Fig. 1: drive-strength map
Scale bar: 50 um.
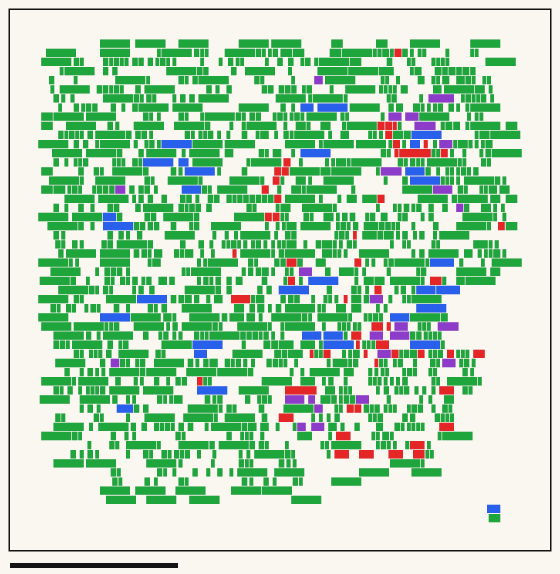
Fig. 2: track usage over the die
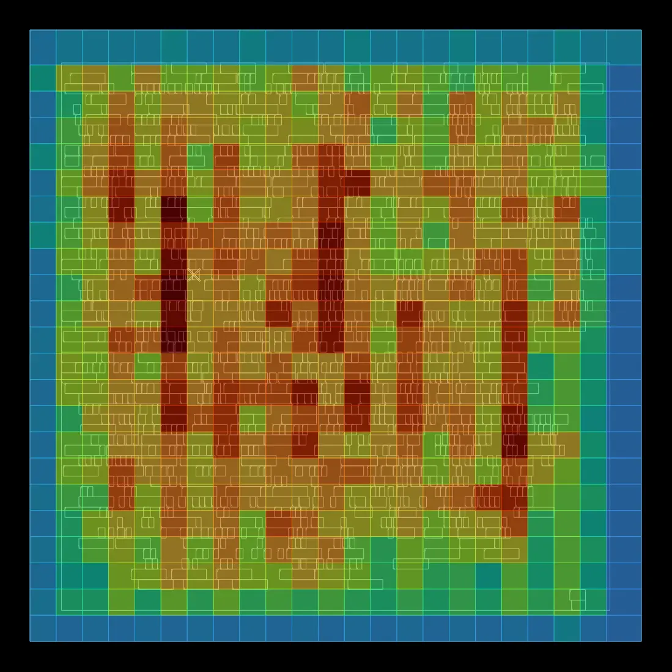
==> config.mk <==
export PLATFORM = sky130hd
export DESIGN_NAME = rf_uart_drain
export DESIGN_NICKNAME = d
export VERILOG_FILES = /design/src/rtl/rf_uart_drain.sv
export SDC_FILE = /design/constraint.sdc
export NUM_CORES = 1
export LEC_CHECK = 0
export ABC_AREA = 1
export CAP_MARGIN = 20
export CORE_MARGIN = 8
export CORE_UTILIZATION = 50
export DETAILED_ROUTE_END_ITERATION = 7
export PLACE_DENSITY = 0.66
export SLEW_MARGIN = 25
export SYNTH_ARGS = -nofsm -noshare
export SYNTH_HDL_FRONTEND = slang
export SYNTH_SLANG_ARGS = --single-unit
==> constraint.sdc <==
create_clock -name clk -period 13.15 [get_ports clk]
set_input_delay 1.315 -clock clk [delete_from_list [all_inputs] [get_ports clk]]
set_output_delay 1.315 -clock clk [all_outputs]
set_load 0.02 [all_outputs]
==> flow_metrics.env <==
# physical design summary
export IMPL_status="complete, but fails checks"
export IMPL_violations="design-rule violations"
export IMPL_max_freq_mhz=265
export IMPL_grt_pass1_vias=8590
export IMPL_max_slew_margin_pct=37.6
export IMPL_leakagePower_nw=5.31
export IMPL_crit_fanout=45
export IMPL_p_int_w=0.000855
export IMPL_p_sw_share_pct=24.9
export IMPL_slowest_stage="inv_1"
export IMPL_via_per_inst=5.44
export IMPL_drt_iter0_drc=660
export IMPL_dpl_instance_area_um2=10700
export IMPL_synth_distinct_cells=49
export IMPL_vdd_drop_max_mv=0.0767
export IMPL_die_w_um=161
export IMPL_place_gp_congestion=0.904
export IMPL_edf_count=0
export IMPL_comb_power_w=0.0000245
export IMPL_power_density_nw_per_um2=100
export IMPL_worstSetupEndpointType="flop"
export IMPL_nets=1355
export IMPL_drt_first_pass_iters=8
export IMPL_clk_path_buf_depth=2
export IMPL_grt_max_degree=117
export IMPL_flop_cell="dfrtp_1"
export IMPL_rsz0062_at_grt="no"
export IMPL_largest_reg_flops=128
export IMPL_rr_worst_depth=11
export IMPL_cts_root_buf="clkbuf_16"
export IMPL_required_ns=13.51
export IMPL_skew_ns=0.0184
export IMPL_worstSetupStartpointType="flop"
export IMPL_ys_seq_share_pct=45.7
export IMPL_diodes=0
export IMPL_worstPathArrival_ns=4.13
export IMPL_drc=2
export IMPL_overflow=0
export IMPL_layout_cells_most_common="nand2_1"
export IMPL_cts_buffers=17
export IMPL_period_minus_slack_ns=3.77
export IMPL_synthCells=1357
export IMPL_portBuffers=15
export IMPL_ctsResizeCount=0
export IMPL_clkSlewWorstSetupHoldPaths_ns=0.08
export IMPL_clkSinkCount=192
About Fig. 1:
[drive 6 and up] blue | cells: 32 | share: 2.4% | most used: clkbuf_16
[drive 2] red | cells: 55 | share: 4.1% | most used: nor2_2
[drive 1 or less] green | cells: 1,231 | share: 92% | most used: nand2_1
[drive 3 to 4] purple | cells: 25 | share: 1.9% | most used: nor2_4
final setup margin: 9.38 ns
cell area after layout: 11,400 um2
Buffers excl. clock: 18
Area Overhead vs Synth: 8.04%

About Fig. 2:
grt peak-use layer: met2
M2 GR Usage: 34.8%
routed length per instance: 16.7 um
met3 GRT Util: 3.28%

critical path, delay by kind of cell, from the launching register on:
kind | cells | cell delay, ns
adders and majority gates | 2 | 0.97
DFF | 1 | 0.43
AOI/OAI and AO/OA | 1 | 0.16
and+or+nand+nor | 5 | 0.62
buffers and inverters | 3 | 1.49
kinds of logic (layout without fill, tap and decap cells):
kind of cell / after synthesis / in the layout / share of synthesized area, %
XOR/XNOR: 32 / 32 / 2.74
buffers and inverters: 176 / 162 / 6.91
AND/OR/NAND/NOR: 687 / 687 / 29.5
adder cells (fa/ha/maj): 13 / 13 / 1.55
AND-OR/OR-AND: 257 / 257 / 13.6
flip-flops: 192 / 192 / 45.7
layer usage:
metal	vias to the layer above	global-route usage (%)	wire length [um]
met2	206	34.8	12900
met1	4178	28.8	12300
li1	4381	-	-
met3	42	3.28	1160
met4	0	8.25	726
met5	-	0	0
through the flow:
| step | power, W | setup WS [ns] | hold WS (ns) | util (%) |
|---|---|---|---|---|
| 2_1_floorplan | 0.000615 | 6.61 | 0.448 | - |
| 3_3_place_gp | 0.000628 | 9.51 | 0.461 | 51.6 |
| 3_5_place_dp | 0.000628 | 9.43 | 0.468 | 51.6 |
| 4_1_cts | 0.00115 | 9.40 | 0.487 | 54.5 |
| 5_1_grt | 0.00117 | 9.07 | 0.505 | 54.6 |
| 6_report | 0.00114 | 9.38 | 0.484 | 54.6 |
area by class of cell:
type                    count  area, um2
well taps                 275        344
inverters                 112        433
fillers                  1998       9460
multi-input cells         989       4990
clock buffers              18        439
flip-flops and latches    192       4810
repair buffers             18        176
clock inverters            14        166
Power is estimated from default activity; no workload was simulated.
